Fig. 1: run 1, gate-type map
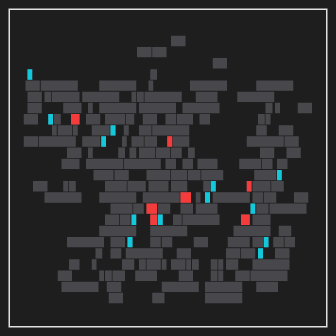
Fig. 2: run 1, the clock network
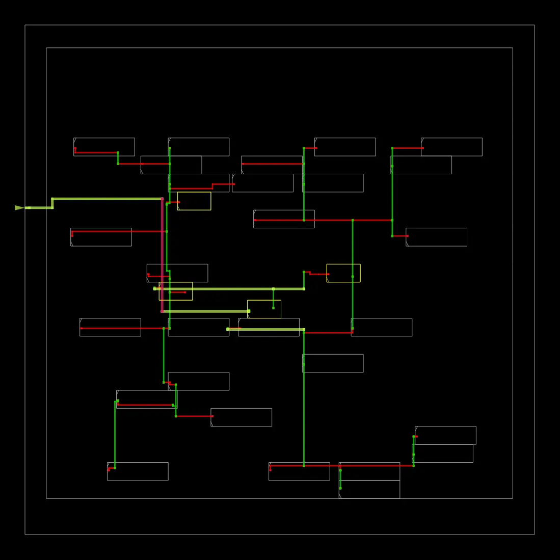
Fig. 3: run 1, sequential cells grouped by signal name
Other sequential cells in the stronger grey, the rest of the logic in the fainter grey.
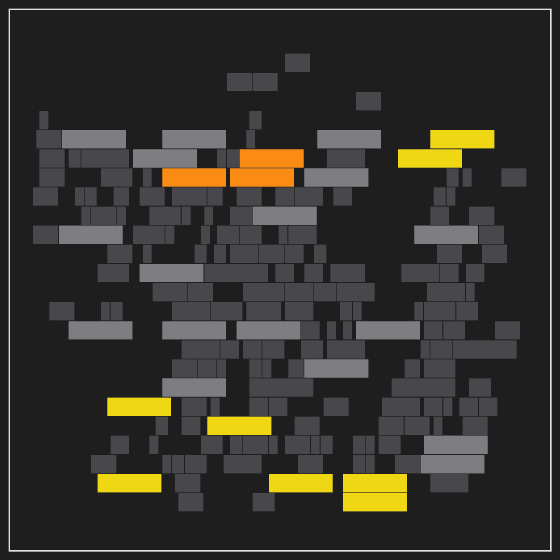
==> config.mk <==
export PLATFORM = sky130hd
export DESIGN_NAME = signed_extreme_tracker
export DESIGN_NICKNAME = d
export VERILOG_FILES = /design/src/rtl/signed_extreme_tracker_pkg.sv /design/src/rtl/signed_better_cmp.sv /design/src/rtl/signed_extreme_tracker.sv
export SDC_FILE = /design/constraint.sdc
export NUM_CORES = 1
export LEC_CHECK = 0
export ABC_CLOCK_PERIOD_IN_PS = 2100
export CORE_MARGIN = 3
export CORE_UTILIZATION = 30
export DETAILED_ROUTE_END_ITERATION = 10
export GPL_ROUTABILITY_DRIVEN = 0
export SYNTH_ARGS = -nofsm -noshare
export SYNTH_HDL_FRONTEND = slang
export SYNTH_HIERARCHICAL = 1
export SYNTH_SLANG_ARGS = --single-unit
==> constraint.sdc <==
create_clock -name clk -period 2.1 [get_ports clk]
set_input_delay 0.42 -clock clk [delete_from_list [all_inputs] [get_ports clk]]
set_output_delay 0.42 -clock clk [all_outputs]
set_load 0.01 [all_outputs]
==> flow_summary.ini, run 1 <==
; synthesis and place-and-route metrics
[global_routing]
grt_pass1_vias = 1264
grt_overflow = 0
grt_max_degree = 29
grt_busiest_layer = met2
use_met2_pct = 20.91

[die]
die_area_sq_um = 5912
die_x_um = 76.89

[logic_synthesis]
ys_cells = 138
yosys.area.top_type = dfrtp_1
top_cells_by_count = dfrtp_1, a21oi_1, nor2_1
yosys.area_share.xor_xnor_pct = 0
ys_top_logic_family = multiplexers
fp_nets = 162
synth_area_per_cell_sq_um = 10.93

[clock_tree]
clockRootBuffer = clkbuf_8
ctsHoldBuffers = 0
post_cts_buffers = 5
cts_buffers = 3

[run_status]
status = finished with violations
violations = setup timing

[job]
warnings = 29

[power_and_ir_drop]
pwr-share-seq_pct = 39.7
cellPowerDensity_nw_per_um2 = 780.1
intPower_mw = 1.145
ir_drop_uv = 395.3
clkPwrFrac_pct = 20.3

[finish]
largest_class = combinational gates
diodes = 0
n_all_buffers = 48
syn2layout_area_growth_pct = 41.99

[drt]
dr_total_vias = 1145
route.layer.met1.wl_um = 1496
drc = 0

[worst_setup_path]
cp-start-kind = flip-flop
crit_path_max_incr_delay_ps = 370

[timing]
layout_setup_ws_ps = -46.06
setup_viol = 8

[place]
place_area_sq_um = 1933
Back to the opening pictures, Fig. 1:
legend:
  red:
    family: nand cells
    cells: 7
    where: centre
  cyan:
    family: inv cells
    cells: 13
tally of non-filler cells in the final layout: 252
most numerous logic cell after layout: dfrtp_1
multi-input gate share of total cell area: 38.11%

Back to the opening pictures, Fig. 2:
clk_skew: 3.507 ps
Flops: 28
P_clk: 0.339 mW

Back to the opening pictures, Fig. 3:
legend:
  orange:
    name_in_the_netlist: best_idx
    placed_flops: 3
  yellow:
    name_in_the_netlist: out_data
    placed_flops: 8
flop share of the area: 32.73%
P_seq: 0.663 mW

## Run 2: what changed since run 1
Settings changed: CORE_UTILIZATION 30 to 46, CTS_BUF_LIST set to sky130_fd_sc_hd__clkbuf_4 sky130_fd_sc_hd__clkbuf_8 sky130_fd_sc_hd__clkbuf_16, CTS_CLUSTER_DIAMETER set to 80, PLACE_DENSITY set to 0.75.
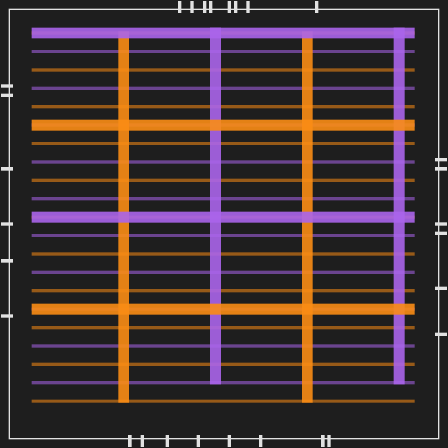
Fig. 4. PDN straps and rails (run 2).
Pins as bars on the die edge.
legend:
  orange:
    net: VSS
  purple:
    net: VDD
met1 rails: 21
met5 straps: 4
signal pins: 28
Die Wd: 63.25 um
Peak VDD IR: 454.4 uV

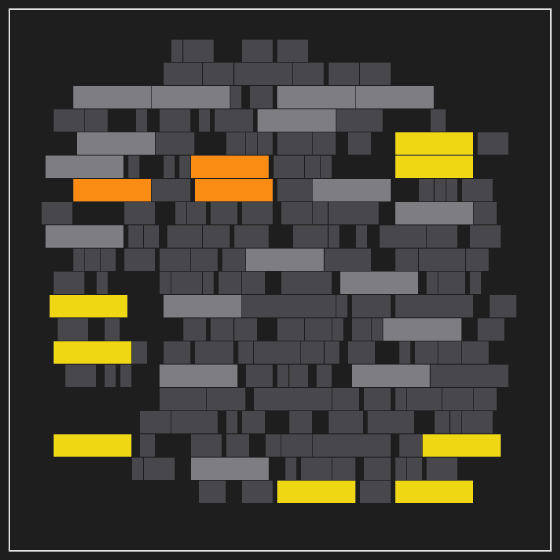
Fig. 5. Sequential cells grouped by signal name (run 2).
Other sequential cells in the stronger grey, the rest of the logic in the fainter grey.
legend:
  orange:
    name_in_the_netlist: best_idx
    placed_flops: 3
  yellow:
    name_in_the_netlist: out_data
    placed_flops: 8
    where: all over the die
not coloured: 17
Reg area: 700.7 sq um
P_seq: 0.662 mW
flop share of the area: 33.23%
final core utilization: 68.50%

==> flow_summary.ini, run 2 <==
; synthesis and place-and-route metrics
[run_status]
status = finished with violations
violations = setup timing

[drt]
wl_per_cell_um = 15.06
route.layer.met1.wl_um = 1511
dr_total_vias = 1194
drc = 0
drtPass1Iterations = 4

[finish]
stdcell_count = 229
design.seq.count = 28
largest_class = combinational gates
comb_share_pct = 39.11
mostFrequentLayoutCell = dfrtp_1
n_all_buffers = 47
diodes = 0
syn2layout_area_growth_pct = 39.83

[place]
place_area_sq_um = 1912

[global_routing]
grt_pass1_vias = 1272
grt_overflow = 0
use_met2_pct = 33.73

[logic_synthesis]
yosys.area_share.xor_xnor_pct = 0
synth_area_per_cell_sq_um = 10.93
fp_nets = 162
async_reset_ff_share_pct = 100.0
ys_top_logic_family = multiplexers
yosys.area.top_type = dfrtp_1

[power_and_ir_drop]
intPower_mw = 1.176
p_clk_mw = 0.361
clkPwrFrac_pct = 20.9
cellPowerDensity_nw_per_um2 = 818.1
pwr-share-seq_pct = 38.4

[timing]
hold_viol = 0
finClkSkew_ps = 2.475
setup_viol = 12
layout_setup_ws_ps = -63.84

[clock_tree]
ctsHoldBuffers = 0
post_cts_buffers = 4
clockRootBuffer = clkbuf_4

[worst_setup_path]
cp-start-kind = flip-flop

[die]
die_area_sq_um = 4001

[job]
warnings = 29
## Run 3: what changed since run 2
Settings changed: CORE_UTILIZATION 46 to 40, PLACE_DENSITY 0.75 to 0.66.
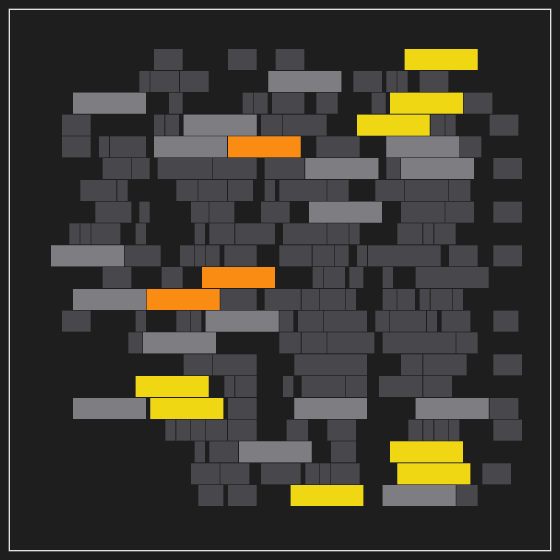
Fig. 6. Sequential cells grouped by signal name (run 3).
Other sequential cells in the stronger grey, the rest of the logic in the fainter grey.
legend:
  orange:
    name_in_the_netlist: best_idx
    placed_flops: 3
  yellow:
    name_in_the_netlist: out_data
    placed_flops: 8
final core utilization: 60.68%
P_seq: 0.659 mW

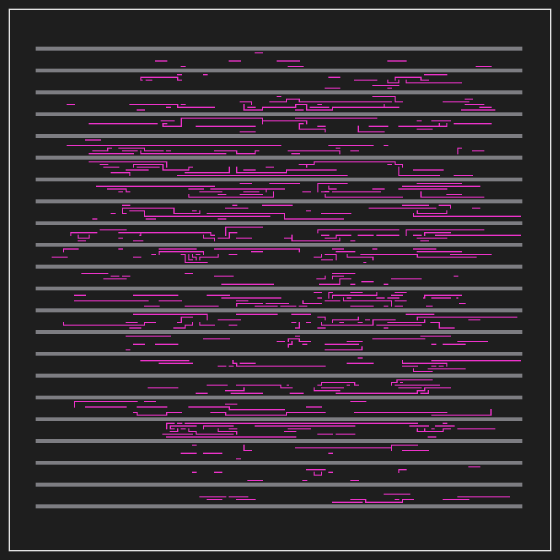
Fig. 7. The metal 1 layer (run 3).
Supply wires on this layer in grey.
longest straight run: 29.0 um
nets with wire on the layer: 190
Post-Route WL: 3286 um
GR Util met1: 19.52%
vias post-DR: 1150

==> flow_summary.ini, run 3 <==
; synthesis and place-and-route metrics
[global_routing]
grt_pass1_vias = 1199

[logic_synthesis]
yosys.area_share.xor_xnor_pct = 0
synth_area_per_cell_sq_um = 10.93
async_reset_ff_share_pct = 100.0
ys_cells = 138
yosys.area.top_type = dfrtp_1

[power_and_ir_drop]
intPower_mw = 1.134
ir_drop_uv = 272.1
clkPwrFrac_pct = 17.1
p_clk_mw = 0.285

[clock_tree]
ctsHoldBuffers = 0
post_cts_buffers = 5
clockRootBuffer = clkbuf_8

[run_status]
status = finished with violations
violations = setup timing

[job]
warnings = 29

[finish]
syn2layout_area_growth_pct = 39.59
stdcell_count = 230
diodes = 0
n_all_buffers = 47

[drt]
drtPass1Iterations = 2
drc = 0

[timing]
setup_viol = 8
layout_setup_ws_ps = -63.10
Power is estimated from default activity; no workload was simulated.
